**Run 1: close-up of the layout**

Window x 110 to 130, y 110 to 130 µm. Cells in gray, sequential cells in the stronger gray; small squares are vias.
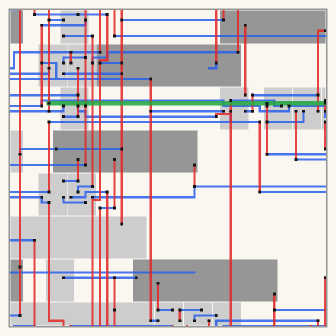
**Run 1: pin map**

Scale bar: 50 µm. Pins as bars across the die edge, other pins in gray.
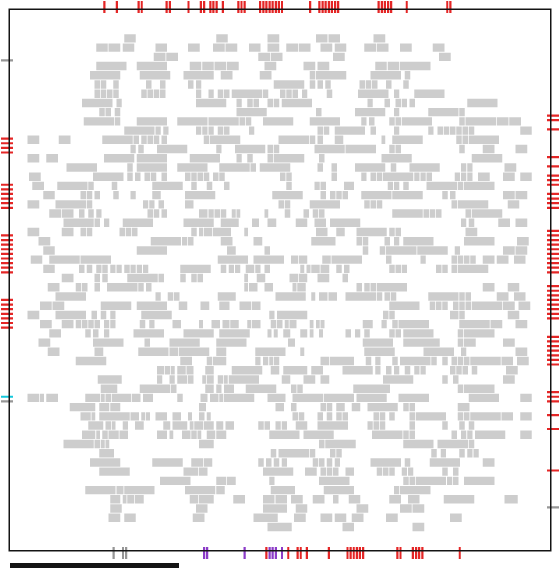
**Run 1: cell placement**

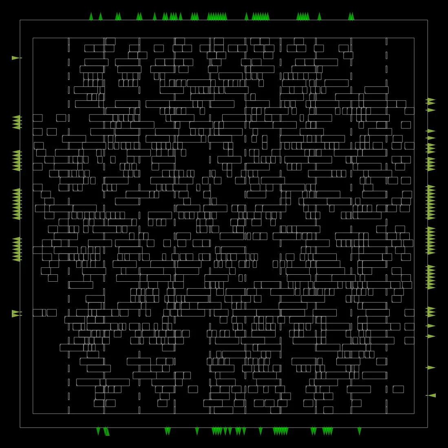
--- config.mk ---
export PLATFORM = sky130hd
export DESIGN_NAME = tt_sweep_reader_flat
export DESIGN_NICKNAME = d
export VERILOG_FILES = /design/src/rtl/tt_sweep_reader_if.sv /design/src/rtl/tt_sweep_reader.sv /design/src/flat_wrapper.sv
export SDC_FILE = /design/constraint.sdc
export NUM_CORES = 1
export LEC_CHECK = 0
export CAP_MARGIN = 5
export CORE_MARGIN = 5
export CORE_UTILIZATION = 30
export DETAILED_ROUTE_END_ITERATION = 6
export PLACE_DENSITY_LB_ADDON = 0.05
export SLEW_MARGIN = 20
export SYNTH_ARGS = -nofsm -noshare
export SYNTH_HDL_FRONTEND = slang
export SYNTH_SLANG_ARGS = --single-unit
--- constraint.sdc ---
create_clock -name clk -period 2.8 [get_ports clk]
set_input_delay 0.84 -clock clk [delete_from_list [all_inputs] [get_ports clk]]
set_output_delay 0.84 -clock clk [all_outputs]
set_load 0.05 [all_outputs]
--- src/rtl/tt_sweep_reader_if.sv ---
// Handshake/bus bundle between the sweep controller side and tt_sweep_reader.
// TT_CMP_EN adds the expected-table input and the match flag.
interface tt_sweep_reader_if #(
  parameter int N_IN = 7
);
  localparam int W = 1 << N_IN;

  logic            start;
  logic            abort;
  logic [N_IN-1:0] vec;
  logic            f_in;
  logic            busy;
  logic            done;
  logic [W-1:0]    tt;
`ifdef TT_CMP_EN
  logic [W-1:0]    exp_tt;
  logic            match;

  modport master (
    output start, abort, f_in, exp_tt,
    input  vec, busy, done, tt, match
  );
  modport slave (
    input  start, abort, f_in, exp_tt,
    output vec, busy, done, tt, match
  );
`else
  modport master (
    output start, abort, f_in,
    input  vec, busy, done, tt
  );
  modport slave (
    input  start, abort, f_in,
    output vec, busy, done, tt
  );
`endif
endinterface

--- src/rtl/tt_sweep_reader.sv ---
// Sweeps every input vector through a combinational network and captures its truth table.
// Optional TT_CMP_EN builds a full-width compare against an expected table.
module tt_sweep_reader #(
  parameter int N_IN   = 7,
  parameter int SETTLE = 0
) (
  input  logic clk,
  input  logic rst_n,
  tt_sweep_reader_if.slave bus
);
  localparam int W = 1 << N_IN;
  localparam logic [N_IN:0] LAST = (N_IN+1)'(W - 1);
  localparam logic [N_IN:0] ONE  = (N_IN+1)'(1);
  localparam logic [3:0]    SET  = 4'(SETTLE);

  typedef enum logic [1:0] {
    S_IDLE,
    S_APPLY,
    S_DONE
  } state_t;

  state_t        state_q, state_d;
  logic [N_IN:0] idx_q, idx_d;
  logic [3:0]    cnt_q, cnt_d;
  logic [W-1:0]  tt_q, tt_d;
  logic          busy_q, busy_d;
  logic          done_q, done_d;
  logic          match_q, match_d;
  logic          eq;

`ifdef TT_CMP_EN
  assign eq = (tt_d == bus.exp_tt);
`else
  assign eq = 1'b0;
`endif

  always_comb begin
    state_d = state_q;
    idx_d   = idx_q;
    cnt_d   = cnt_q;
    tt_d    = tt_q;
    busy_d  = busy_q;
    done_d  = done_q;
    match_d = match_q;
    unique case (state_q)
      S_IDLE, S_DONE: begin
        if (bus.start) begin
          state_d = S_APPLY;
          idx_d   = '0;
          cnt_d   = '0;
          tt_d    = '0;
          busy_d  = 1'b1;
          done_d  = 1'b0;
          match_d = 1'b0;
        end
      end
      S_APPLY: begin
        if (bus.abort) begin
          state_d = S_IDLE;
          idx_d   = '0;
          cnt_d   = '0;
          busy_d  = 1'b0;
          done_d  = 1'b0;
          match_d = 1'b0;
        end else if (cnt_q != SET) begin
          cnt_d = cnt_q + 4'd1;
        end else begin
          tt_d[idx_q[N_IN-1:0]] = bus.f_in;
          if (idx_q == LAST) begin
            // vec keeps the last vector while DONE
            state_d = S_DONE;
            busy_d  = 1'b0;
            done_d  = 1'b1;
            match_d = eq;
          end else begin
            idx_d = idx_q + ONE;
            cnt_d = '0;
          end
        end
      end
      default: begin
        state_d = S_IDLE;
        idx_d   = '0;
        cnt_d   = '0;
        busy_d  = 1'b0;
        done_d  = 1'b0;
        match_d = 1'b0;
      end
    endcase
  end

  always_ff @(posedge clk or negedge rst_n) begin
    if (!rst_n) begin
      state_q <= S_IDLE;
      idx_q   <= '0;
      cnt_q   <= '0;
      tt_q    <= '0;
      busy_q  <= 1'b0;
      done_q  <= 1'b0;
      match_q <= 1'b0;
    end else begin
      state_q <= state_d;
      idx_q   <= idx_d;
      cnt_q   <= cnt_d;
      tt_q    <= tt_d;
      busy_q  <= busy_d;
      done_q  <= done_d;
      match_q <= match_d;
    end
  end

  assign bus.vec  = idx_q[N_IN-1:0];
  assign bus.busy = busy_q;
  assign bus.done = done_q;
  assign bus.tt   = tt_q;
`ifdef TT_CMP_EN
  assign bus.match = match_q;
`else
  logic unused_match;
  assign unused_match = match_q;
`endif

endmodule

--- src/flat_wrapper.sv ---
// flat-port wrapper written by rule: the top's interface ports become plain ports
module tt_sweep_reader_flat 
#(
  parameter int N_IN   = 7,
  parameter int SETTLE = 0
)
  (clk, rst_n, bus_start, bus_abort, bus_f_in, bus_vec, bus_busy, bus_done, bus_tt);
  tt_sweep_reader_if #(.N_IN(N_IN)) bus_i ();
  input  logic clk;
  input  logic rst_n;
  input wire logic [$bits(bus_i.start)-1:0] bus_start;
  input wire logic [$bits(bus_i.abort)-1:0] bus_abort;
  input wire logic [$bits(bus_i.f_in)-1:0] bus_f_in;
  output wire logic [$bits(bus_i.vec)-1:0] bus_vec;
  output wire logic [$bits(bus_i.busy)-1:0] bus_busy;
  output wire logic [$bits(bus_i.done)-1:0] bus_done;
  output wire logic [$bits(bus_i.tt)-1:0] bus_tt;
  assign bus_i.start = bus_start;
  assign bus_i.abort = bus_abort;
  assign bus_i.f_in = bus_f_in;
  assign bus_vec = bus_i.vec;
  assign bus_busy = bus_i.busy;
  assign bus_done = bus_i.done;
  assign bus_tt = bus_i.tt;
  tt_sweep_reader #(.N_IN(N_IN), .SETTLE(SETTLE)) u_core (.clk(clk), .rst_n(rst_n), .bus(bus_i));
endmodule
==> out/qor.txt, run 1 <==
Max Cap Viol - 0
Signal buf overhead - 0.206
number of non-clock inverters - 4
nonclk buf count - 192
Place WS - 0.0116 ns
Synth cell types - 47
CP Data Arrival Time - 1.87 ns
clock buffer depth - 2
CP Depth - 1
routed vias/inst - 5.49
Synth flops - 143
Required @ worst endpoint - 1.96 ns
Multi-In Gates - 505
Late-Pin Clk Latency - 0.42 ns
area share, top type - 0.535
clock root cell - clkbuf_16
max_slew headroom - 0.447
Leading cell kind - sequential cells
combinational gate area - 2770 µm²
Post-CTS Setup Bufs - 0
share of layout cells above drive strength 1 - 0.119
CP bufs+invs - 1
status - complete, no violations
final core occ - 0.419
Hold Crit Class - in -> async
gr usage total - 0.200
Register-to-Register Path Depth - 8
GR Overflow Total - 0
Setup crit end kind - primary output
Layout area overhead - 37.0%
final net count - 871
Pre-Place Util - 0.306
final hold violations - 0
flop count - 143
area leader, netlist - dfrtp_1
antenna violations before repair - 0
crit-path cells - clkdlybuf4s50_1
post-cts resize count - 0
Top area cell types - dfrtp_1 53%, o21ai_0 19%, a21oi_1 9.8%
Cell Area, Synth - 6690 µm²
Final Cycle Share - 0.968
I/O pin cnt - 142
top_reg_cell synth - dfrtp_1
row count - 54
post-synth net total - 739
ys cells - 731
Post-synth EDFFs - 0
Post-CTS Hold Fix Bufs - 0
warnings from Yosys - 0
total iterations of the first detailed-routing run - 5
async set-reset flop share out of synthesis - 1.00
clk_skew - 0.0188 ns
initial drt markers - 440
yosys synthesis chip area - 6690 µm²
Overall Power - 4.96 mW
placed cell areas - 8600 µm²
top cells by count - 248 x o21ai_0, 143 x dfrtp_1, 131 x a21oi_1, 51 x clkbuf_1, 30 x nand2_1
Seq share, synth - 0.535
H-tree Lvls - 4
Synth top cell by count - o21ai_0
Residual DRC - 0
largest net degree at the start of global routing - 129
WS Path Type - reg -> out
Clock buffers and inverters, area share - 0.0621
Period minus WS final - 2.71 ns
Max Freq - 369 MHz
CP startpoint kind - flop
final setup margin - 0.0886 ns
crit-path leading delay family - buffers and inverters
vias post-DR - 6,345
first-pass GRT wire length - 40,100 µm
Log Warnings - 29
CTS sink cnt - 143
Power Density - 541 nW/µm²
setup violators final - 0
final instance area - 9170 µm²
Final Max Slew Viols - 0
DPL Wire Length - 16,600 µm
Total Routed Length - 26,000 µm
TritonCTS clock tree - done
slew at the pin closest to its max-slew limit - 0.828 ns
GP Congestion - 0.783
RSZ-0062 raised after global routing - no
leakage power - 3.81 nW
clock buffers - 18
Reg area - 3580 µm²
most numerous logic cells after layout - 248 x o21ai_0, 143 x dfrtp_1, 136 x clkdlybuf4s50_1, 130 x a21oi_1, 47 x buf_4
CP max stage cell - clkdlybuf4s50_1
worst-path fanout max - 12
Max stage delay on crit path - 0.88 ns
Routed wire per std cell - 22.5 µm
Clk pin slew, worst setup/hold paths - 0.06 ns
Synth Instances - 731
antenna-violating nets left - 0
full die area - 25,400 µm²
maximum VDD drop - 0.000344 V
fraction of area in multi-input gates - 0.302
Ant. Diodes - 0
setup TNS - 0 ns
vias in the first global route - 6,423
CTS Buf Count - 17
Avg Cell Area, Syn - 9.15 µm²
Top cell excl fill/tap - o21ai_0
Back to the opening pictures, 'close-up of the layout':
Key: green = met3; blue = met1; red = met2
Sequential cells in the window: 4. 20 logic cells have their middle in the window. Netlist names of flops here include u_core.bus.tt (4). Most frequent: o21ai_0 (8), a21oi_1 (4), dfrtp_1 (4).

Back to the opening pictures, 'pin map':
Key: cyan = bus_f_in [pins 1, direction input, edge left]; purple = bus_vec [pins 7, direction output, edge bottom]; red = bus_tt [pins 128, direction output, edge 43 right, 40 top, 26 left, 19 bottom]
Die Height: 159 µm
PortBufs: 141
DIE WIDTH: 159 µm

Back to the opening pictures, 'cell placement':
core area: 21,900 µm²
flop share of the area: 0.390
fillcell total: 2,197
tapcell count: 280
final instance count without filler cells: 1,155

run 1: worst paths after layout:
| kind | slack (ns) | from | end |
|---|---|---|---|
| setup / recovery | 0.09 | u_core.idx_q[0] | bus_vec[0] |
| hold / removal | 0.35 | rst_n | u_core.bus.tt[75] |
| setup reg to reg | 0.54 | u_core.cnt_q[0] | u_core.bus.tt[91] |
| hold reg to reg | 0.51 | u_core.bus.tt[88] | u_core.bus.tt[88] |
| max in group asynchronous | 1.71 | rst_n | u_core.bus.tt[48] |
| min in group clk | 0.51 | u_core.bus.tt[88] | u_core.bus.tt[88] |
run 1: stage by stage:
stage | instances | hold slack (ns)
after floorplan | 731 | 0.487
after global placement | 1124 | 0.492
after detailed placement | 1124 | 0.495
after CTS | 1155 | 0.344
after global routing | 1155 | 0.359
final | 1155 | 0.347
run 1: logic make-up (layout without fill, tap and decap cells):
family,count (synthesis),in the layout,synth area share
mux,1,1,0.00168
simple gates,94,94,0.0914
flops,143,143,0.535
fa+ha+maj,3,3,0.00561
xor+xnor,1,1,0.00131
buf+inv,83,227,0.0538
compound gates,406,406,0.311
run 1: routing by layer:
metal | GRT usage | part of all wire | vias up
met3 | 0.0427 | 0.060 | 32
met4 | 0.0620 | 0.022 | 0
li1 | - | - | 2911
met5 | 0 | 0 | -
met2 | 0.320 | 0.47 | 252
met1 | 0.272 | 0.45 | 3150
run 1: report_power, final:
part	leakage (nW)	total [mW]	switching, mW	internal (mW)
Clock	0.269	2.21	0.905	1.31
Combinational	1.55	0.641	0.462	0.179
Sequential	1.99	2.11	0.0259	2.08
Total	3.81	4.96	1.39	3.57
run 1: flip-flops by register name (all words and copies together), names as in the netlist:
signal / cells
u_core.bus.busy: 1
u_core.bus.done: 1
u_core.bus.tt: 128
u_core.cnt_q: 4
u_core.idx_q: 8
u_core.state_q: 1
**Run 1: cells by drive strength**

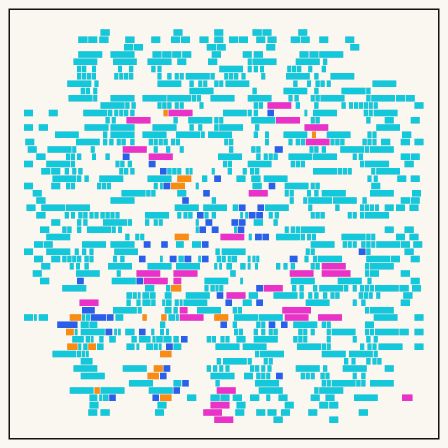

--- run 2 (diff from run 1) ---
--- a/config.mk
+++ b/config.mk
@@ -9,7 +9,9 @@
 export CORE_MARGIN = 5
 export CORE_UTILIZATION = 30
 export DETAILED_ROUTE_END_ITERATION = 6
+export HOLD_SLACK_MARGIN = 0.08
 export PLACE_DENSITY_LB_ADDON = 0.05
+export SETUP_SLACK_MARGIN = 0.5
 export SLEW_MARGIN = 20
 export SYNTH_ARGS = -nofsm -noshare
 export SYNTH_HDL_FRONTEND = slang
**Run 2: cells by drive strength**

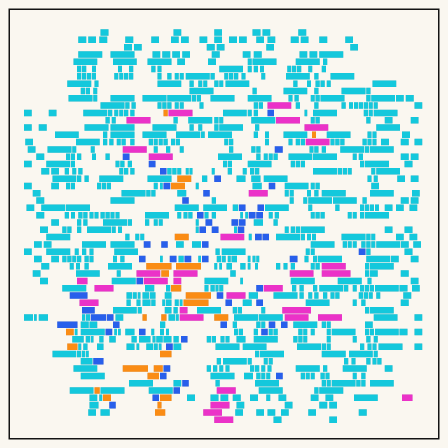
Key: orange = drive 2 [cells 25]; blue = drive 3 to 4 [cells 59]; cyan = drive 1 or less [cells 763]; magenta = drive 6 and up [cells 32]

==> run 2 against run 1 <==
Sequential cell count is the same; non-clock buffer count is 3 higher; utilization fell by 0.46 points; clock skew down 0.0057 ns; critical path type unchanged; largest cell class unchanged; largest power group unchanged.
==> out/qor.txt, run 2 <==
status - complete, no violations
clock root cell - clkbuf_16
Synth top cell by count - o21ai_0
row count - 54 (unchanged)
max_slew headroom - 0.445 (-0.00116)
DPL Wire Length - 16,600 µm (unchanged)
Die Height - 159 µm (unchanged)
Cell Area, Synth - 6690 µm² (unchanged)
yosys synthesis chip area - 6690 µm² (unchanged)
Seq share, synth - 0.535 (unchanged)
gr usage total - 0.202 (+0.00213)
area leader, netlist - dfrtp_1
CTS Buf Count - 17 (unchanged)
Post-CTS Hold Fix Bufs - 0 (unchanged)
Residual DRC - 0 (unchanged)
Synth Instances - 731 (unchanged)
Log Warnings - 31 (+6.9%)
vias in the first global route - 6,464 (+0.64%)
final setup margin - 0.514 ns (+0.426 ns)
CP startpoint kind - flop
routed vias/inst - 5.52 (+0.44%)
Layout area overhead - 35.5%
slew at the pin closest to its max-slew limit - 0.830 ns (+0.00174 ns)
Pre-Place Util - 0.306 (unchanged)
Power Density - 549 nW/µm² (+1.4%)
Ant. Diodes - 0 (unchanged)
clock buffer depth - 2 (unchanged)
async set-reset flop share out of synthesis - 1.00 (unchanged)
most numerous logic cells after layout - 248 x o21ai_0, 138 x dfrtp_1, 130 x a21oi_1, 130 x dlygate4sd2_1, 48 x buf_4
Late-Pin Clk Latency - 0.42 ns (about the same)
largest net degree at the start of global routing - 129 (unchanged)
Avg Cell Area, Syn - 9.15 µm² (unchanged)
ys cells - 731 (unchanged)
GR Overflow Total - 0 (unchanged)
Overall Power - 4.98 mW (+0.25%)
fillcell total - 2,240 (+2.0%)
Top cell excl fill/tap - o21ai_0
Max Freq - 438 MHz (+19%)
post-synth net total - 739 (unchanged)
total iterations of the first detailed-routing run - 5 (unchanged)
crit-path leading delay family - buffers and inverters
Post-synth EDFFs - 0 (unchanged)
Period minus WS final - 2.29 ns (-0.426 ns)
CP max stage cell - clkdlybuf4s15_1
WS Path Type - reg -> out
TritonCTS clock tree - done
area share, top type - 0.535 (unchanged)
top_reg_cell synth - dfrtp_1
RSZ-0062 raised after global routing - yes
Setup crit end kind - primary output
worst-path fanout max - 5 (-7)
placed cell areas - 8600 µm² (unchanged)
Reg area - 3580 µm² (+0.17%)
clk_skew - 0.0131 ns (-0.00574 ns)
Required @ worst endpoint - 1.96 ns (about the same)
Max Cap Viol - 0 (unchanged)
Synth flops - 143 (unchanged)
share of layout cells above drive strength 1 - 0.132 (+0.0131)
placed insts - 1,124 (unchanged)
final net count - 875 (+0.46%)
antenna violations before repair - 0 (unchanged)
CP bufs+invs - 1 (unchanged)
maximum VDD drop - 0.000346 V (+0.55%)
I/O pin cnt - 142 (unchanged)
antenna-violating nets left - 0 (unchanged)
Clk pin slew, worst setup/hold paths - 0.06 ns (about the same)
Hold Crit Class - in -> async
warnings from Yosys - 0 (unchanged)
PortBufs - 141 (unchanged)
final instance area - 9070 µm² (-1.1%)
final hold violations - 0 (unchanged)
H-tree Lvls - 4 (unchanged)
full die area - 25,400 µm² (unchanged)
Synth cell types - 47 (unchanged)
vias post-DR - 6,395 (+0.79%)
core area - 21,900 µm² (unchanged)
first-pass GRT wire length - 40,500 µm (+0.97%)
Reg2Reg Setup Slack - 0.71 ns (+0.17 ns)
Top area cell types - dfrtp_1 53%, o21ai_0 19%, a21oi_1 9.8%
combinational gate area - 2790 µm² (+0.72%)
leakage power - 4.46 nW (+17%)
DIE WIDTH - 159 µm (unchanged)
Final Max Slew Viols - 0 (unchanged)
Routed wire per std cell - 22.5 µm (about the same)
setup violators final - 0 (unchanged)
Place WS - 0.0116 ns (unchanged)
crit-path cells - clkdlybuf4s15_1
Max stage delay on crit path - 0.54 ns (-0.34 ns)
GP Congestion - 0.783 (unchanged)
hold_ws - 0.340 ns (-0.00674 ns)
max reg flops - 128 (unchanged)
Final Cycle Share - 0.816 (-0.152)
top cells by count - 248 x o21ai_0, 143 x dfrtp_1, 131 x a21oi_1, 51 x clkbuf_1, 30 x nand2_1
Total Routed Length - 26,100 µm (+0.41%)
initial drt markers - 487 (+11%)
CTS sink cnt - 143 (unchanged)
CP Data Arrival Time - 1.45 ns (-0.42 ns)
setup TNS - 0 ns (unchanged)
**Run 2: cell placement**

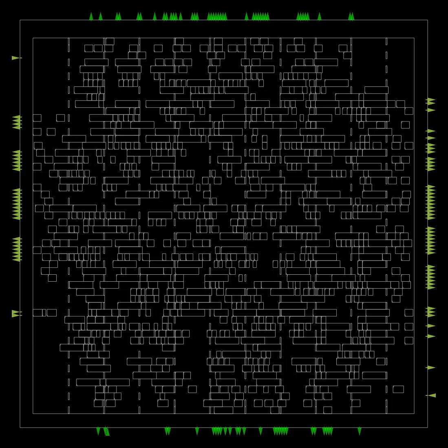
final instance count without filler cells: 1,159
final core occ: 0.414

-- run 2: cell counts after synthesis --
Identical to the previous run, type by type.
-- run 2: worst paths after layout --
check | cells past startpoint | start | to
max in group asynchronous | 2 | rst_n | u_core.bus.tt[89]
min in group clk | 2 | u_core.bus.tt[88] | u_core.bus.tt[88]
min | 1 | rst_n | u_core.bus.tt[75]
max | 1 | u_core.bus.done | bus_done
min reg2reg | 2 | u_core.bus.tt[88] | u_core.bus.tt[88]
max reg2reg | 8 | u_core.cnt_q[1] | u_core.bus.tt[66]
-- run 2: final cells by class --
cell class              count  share of cell area
flip-flops and latches    143               0.395
multi-input cells         506               0.308
repair buffers            195               0.194
clock buffers              18              0.0473
well taps                 280              0.0386
clock inverters            13              0.0155
inverters                   4             0.00166
-- run 2: repair_timing --
action | CTS | global route
cloned | 1 | 0
pin swaps | 1 | 1
gates resized | 140 | 7
setup buffers | 0 | 3
endpoints found under the hold margin | 0 | 0
setup endpoints to repair | 238 | 89
-- run 2: where the power goes --
part,switching (mW),internal [mW]
registers,0.0263,2.08
clock network,0.903,1.31
logic,0.468,0.186
total,1.40,3.58
-- run 2: metal layers --
metal	global-route usage	part of all wire	wire (µm)
met1	0.273	0.43	11300
met2	0.322	0.47	12300
met3	0.0476	0.071	1840
met4	0.0628	0.023	590
met5	0	0	0
-- run 2: logic make-up after synthesis --
kind of cell	synth area share
compound gates	0.311
buf+inv	0.0538
xor+xnor	0.00131
simple gates	0.0914
flops	0.535
fa+ha+maj	0.00561
mux	0.00168
**Run 2: pin map**

Scale bar: 50 µm. Pins as bars across the die edge, other pins in gray.
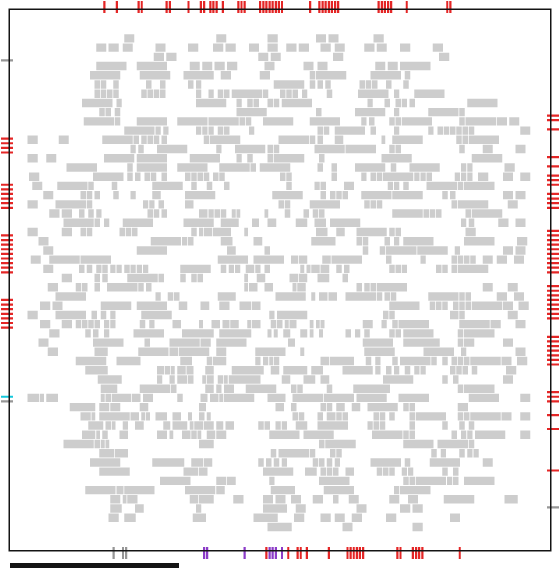

--- run 3 (diff from run 2) ---
==> constraint.sdc (replaced) <==
create_clock -name clk -period 1.93 [get_ports clk]
set_input_delay 0.579 -clock clk [delete_from_list [all_inputs] [get_ports clk]]
set_output_delay 0.579 -clock clk [all_outputs]
set_load 0.05 [all_outputs]
**Run 3: pin map**

Scale bar: 50 µm. Pins as bars across the die edge, other pins in gray.
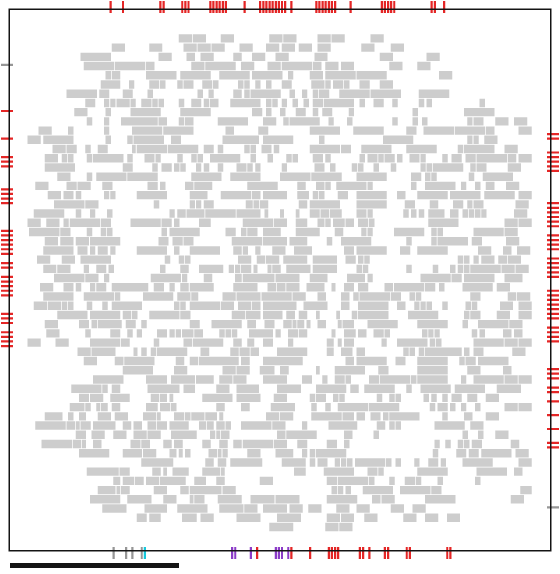
Key: cyan = bus_f_in [pins 1, direction input, edge bottom]; red = bus_tt [pins 128, direction output, edge 43 right, 40 top, 29 left, 16 bottom]; purple = bus_vec [pins 7, direction output, edge bottom]
All pins by edge: 44 right, 40 top, 30 left, 28 bottom.

**Run 3: cells by drive strength**

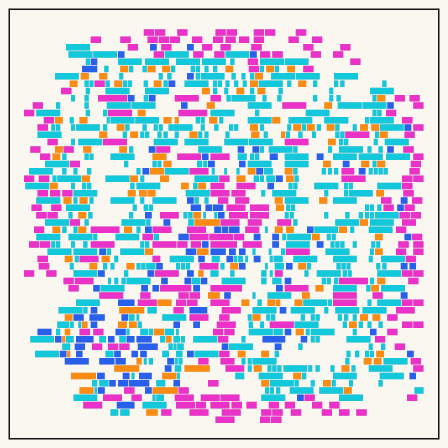
Key: orange = drive 2 [cells 136]; cyan = drive 1 or less [cells 494]; blue = drive 3 to 4 [cells 125]; magenta = drive 6 and up [cells 227]
final setup margin: -0.0210 ns
nonclk buf count: 297
final instance area: 11,400 µm²
Layout area overhead: 70.3%

==> run 3 against run 2 <==
The run now ends with negative setup slack left; sequential share of layout area is 8.1 points lower; synthesized cell count stayed put; utilization is 11 points higher; sequential cell count stayed put; final cell count is 8.9% higher; total power is 57% higher; non-clock buffer count is 102 higher; combinational power is about 80% higher; die area stayed put; final area is 26% higher; critical path depth is 8 higher.
==> out/qor.txt, run 3 <==
status - complete, but fails checks
failing checks - negative setup slack
antenna-violating nets left - 0 (unchanged)
clk pwr - 3.58 mW (+62%)
post-synth net total - 739 (unchanged)
number of non-clock inverters - 4 (unchanged)
Overall Power - 7.81 mW (+57%)
Register-to-Register Path Depth - 9 (+1)
GR Overflow Total - 0 (unchanged)
Pint - 5.66 mW (+58%)
Signal buf overhead - 0.294 (+0.100)
combinational gate area - 3470 µm² (+24%)
Residual DRC - 0 (unchanged)
CP startpoint kind - flop
ys cells - 731 (unchanged)
max_slew headroom - 0.605 (+0.160)
initial drt markers - 502 (+3.1%)
Post-synth EDFFs - 0 (unchanged)
Avg Cell Area, Syn - 9.15 µm² (unchanged)
Pre-Place Util - 0.306 (unchanged)
Final Max Slew Viols - 0 (unchanged)
met3 routed WL - 1830 µm (-0.70%)
maximum VDD drop - 0.000611 V (+77%)
Cell Area, Synth - 6690 µm² (unchanged)
first-pass GRT wire length - 43,300 µm (+7.0%)
flop count - 143 (unchanged)
clk_skew - 0.00912 ns (-0.00396 ns)
H-tree Lvls - 4 (unchanged)
area leader, netlist - dfrtp_1
Synth cell types - 47 (unchanged)
PortBufs - 141 (unchanged)
DIE WIDTH - 159 µm (unchanged)
I/O pin cnt - 142 (unchanged)
M1 GR Usage - 0.294 (+0.0206)
clock buffer depth - 2 (unchanged)
Log Warnings - 30 (-3.2%)
routed vias/inst - 5.54 (+0.45%)
max reg flops - 128 (unchanged)
async set-reset flop share out of synthesis - 1.00 (unchanged)
leakage power - 5.19 nW (+16%)
final net count - 977 (+12%)
Ant. Diodes - 0 (unchanged)
Late-Pin Clk Latency - 0.43 ns (about the same)
GR Util met3 - 0.0520 (+0.00440)
Die Height - 159 µm (unchanged)
Top cell excl fill/tap - buf_6
Top area cell types - dfrtp_1 53%, o21ai_0 19%, a21oi_1 9.8%
Multi-In Gates - 506 (unchanged)
fillcell total - 2,064 (-7.9%)
Hold Crit Class - reg -> reg
vias in the first global route - 6,900 (+6.7%)
Required @ worst endpoint - 2.28 ns (+0.32 ns)
Clk pwr share - 0.458 (+0.013)
Reg-to-Reg Start - u_core.cnt_q[1]
antenna violations before repair - 0 (unchanged)
share of layout cells above drive strength 1 - 0.497 (+0.365)
wire length on met1 - 12,500 µm (+11%)
Largest Pwr Group - the clock network
Sw Ratio - 0.276 (-0.00529)
full die area - 25,400 µm² (unchanged)
RSZ-0062 raised after global routing - yes
final setup margin - -0.0210 ns (-0.535 ns)
worst-path fanout max - 11 (+6)
Leading cell kind - sequential cells
hold_ws - 0.541 ns (+0.201 ns)
Power Density - 685 nW/µm² (+25%)
combinational power share - 0.151 (+0.019)
total iterations of the first detailed-routing run - 5 (unchanged)
Comb. pwr - 1.18 mW (+80%)
fraction of area in multi-input gates - 0.304 (-0.00375)
Clk pin slew, worst setup/hold paths - 0.06 ns (about the same)
Top Layer Used - met4
Max Cap Viol - 0 (unchanged)
CTS Buf Count - 17 (unchanged)
WS Path Type - reg -> reg
Final Cycle Share - 1.01
Clock buffers and inverters, area share - 0.0550 (-0.00778)
Reg area - 3590 µm² (about the same)
R2R Path End - u_core.bus.tt[90]
Seq power - 3.05 mW (+45%)
largest net degree at the start of global routing - 65 (-50%)
Total Routed Length - 28,900 µm (+11%)
clock root cell - clkbuf_16
top_reg_cell synth - dfrtp_1
CP Data Arrival Time - 2.31 ns (+0.86 ns)
Synth top cell by count - o21ai_0
row count - 54 (unchanged)
area share, top type - 0.535 (unchanged)
DPL Wire Length - 18,000 µm (+8.2%)
flop share of the area - 0.315 (-0.0807)
switching power - 2.15 mW (+54%)
met2 usage - 0.346 (+0.0244)
Synth Instances - 731 (unchanged)
Place WS - -0.326 ns (-0.338 ns)
warnings from Yosys - 0 (unchanged)
GP Congestion - 0.772 (-1.4%)
top cells by count - 248 x o21ai_0, 143 x dfrtp_1, 131 x a21oi_1, 51 x clkbuf_1, 30 x nand2_1
tapcell count - 280 (unchanged)
crit path capture - u_core.bus.tt[90]
Period minus WS final - 1.95 ns
gr usage total - 0.217 (+0.0154)
TritonCTS clock tree - done
final core occ - 0.521 (+0.106)
yosys synthesis chip area - 6690 µm² (unchanged)
setup violators final - 19 (+19)
most numerous logic cells after layout - 156 x buf_6, 137 x dfrtp_1, 130 x o21ai_0, 128 x a21oi_1, 107 x o21ai_2
vias post-DR - 6,995 (+9.4%)
final hold violations - 0 (unchanged)
Flop pwr share - 0.391 (-0.033)
CTS sink cnt - 143 (unchanged)
core area - 21,900 µm² (unchanged)
Max Freq - 513 MHz
metal2 WL - 14,000 µm (+13%)
clock buffers - 19 (+1)
Routed wire per std cell - 22.9 µm (+1.8%)
Top Usage Layer GRT - met2
Seq share, synth - 0.535 (unchanged)
crit path from - u_core.cnt_q[1]
Reg2Reg Setup Slack - -0.02 ns (-0.73 ns)
Setup crit end kind - flop
slew at the pin closest to its max-slew limit - 0.590 ns (-0.240 ns)
Synth flops - 143 (unchanged)
## run 3: cell counts after synthesis
Identical to the previous run, type by type.
## run 3: stage by stage
stage | cells | instance area (µm²) | setup TNS (ns)
3_5_place_dp | 1154 | 8720 | -35.84
6_report | 1262 | 11400 | -0.124
2_1_floorplan | 731 | 6780 | -1.97
3_3_place_gp | 1154 | 8720 | -33.98
5_1_grt | 1262 | 11400 | -6.89
4_1_cts | 1238 | 10700 | -1.12
## run 3: cell families (layout without fill, tap and decap cells)
logic type	after synthesis	after routing	share of synthesized area
XOR/XNOR	1	1	0.00131
multiplexers	1	1	0.00168
AND-OR/OR-AND	406	406	0.311
adder cells (fa/ha/maj)	3	3	0.00561
buffers and inverters	83	333	0.0538
flip-flops	143	143	0.535
AND/OR/NAND/NOR	94	95	0.0914
## run 3: what timing repair did
item | in CTS | in global routing
buffers inserted | 45 | 22
endpoints found under the setup margin | 280 | 280
pin swaps | 11 | 83
endpoints found under the hold margin | 27 | 0
hold buffers | 1 | 0
cloned | 6 | 2
gates resized | 317 | 149
## run 3: worst min-delay path by stage
| stage | endpoint | cells past startpoint | from |
|---|---|---|---|
| global route | u_core.bus.tt[27] | 2 | u_core.bus.tt[27] |
| floorplan | u_core.bus.busy | 0 | rst_n |
| global placement | u_core.bus.tt[93] | 2 | u_core.bus.tt[93] |
| finish | u_core.bus.tt[122] | 2 | u_core.bus.tt[122] |
| CTS | u_core.bus.tt[18] | 2 | u_core.bus.tt[18] |
| detailed placement | u_core.bus.tt[122] | 2 | u_core.bus.tt[122] |
## run 3: worst max-delay path, stage by stage, from the launching register on
cell	delay [ns]
dfrtp_1	0.38
inv_2	0.07
ha_4	0.12
or3b_4	0.40
nor4_4	0.21
buf_4	0.18
buf_6	0.12
nand2_2	0.08
buf_12	0.17
o21ai_1	0.13

==> gallery <==
Local utilization.
16 x 16 tiles, from white (low) to dark blue (high), 0 to 100% covered.
panel A
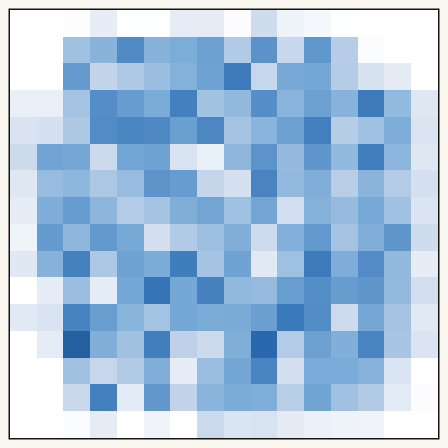
panel B
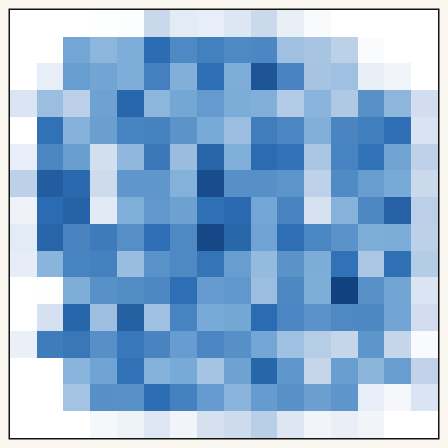
| from | picture |
|---|---|
| run 1 | panel A |
| run 3 | panel B |
Of these, highest utilization: panel B

Power figures rest on the tool's default switching activity, not on a simulated workload.
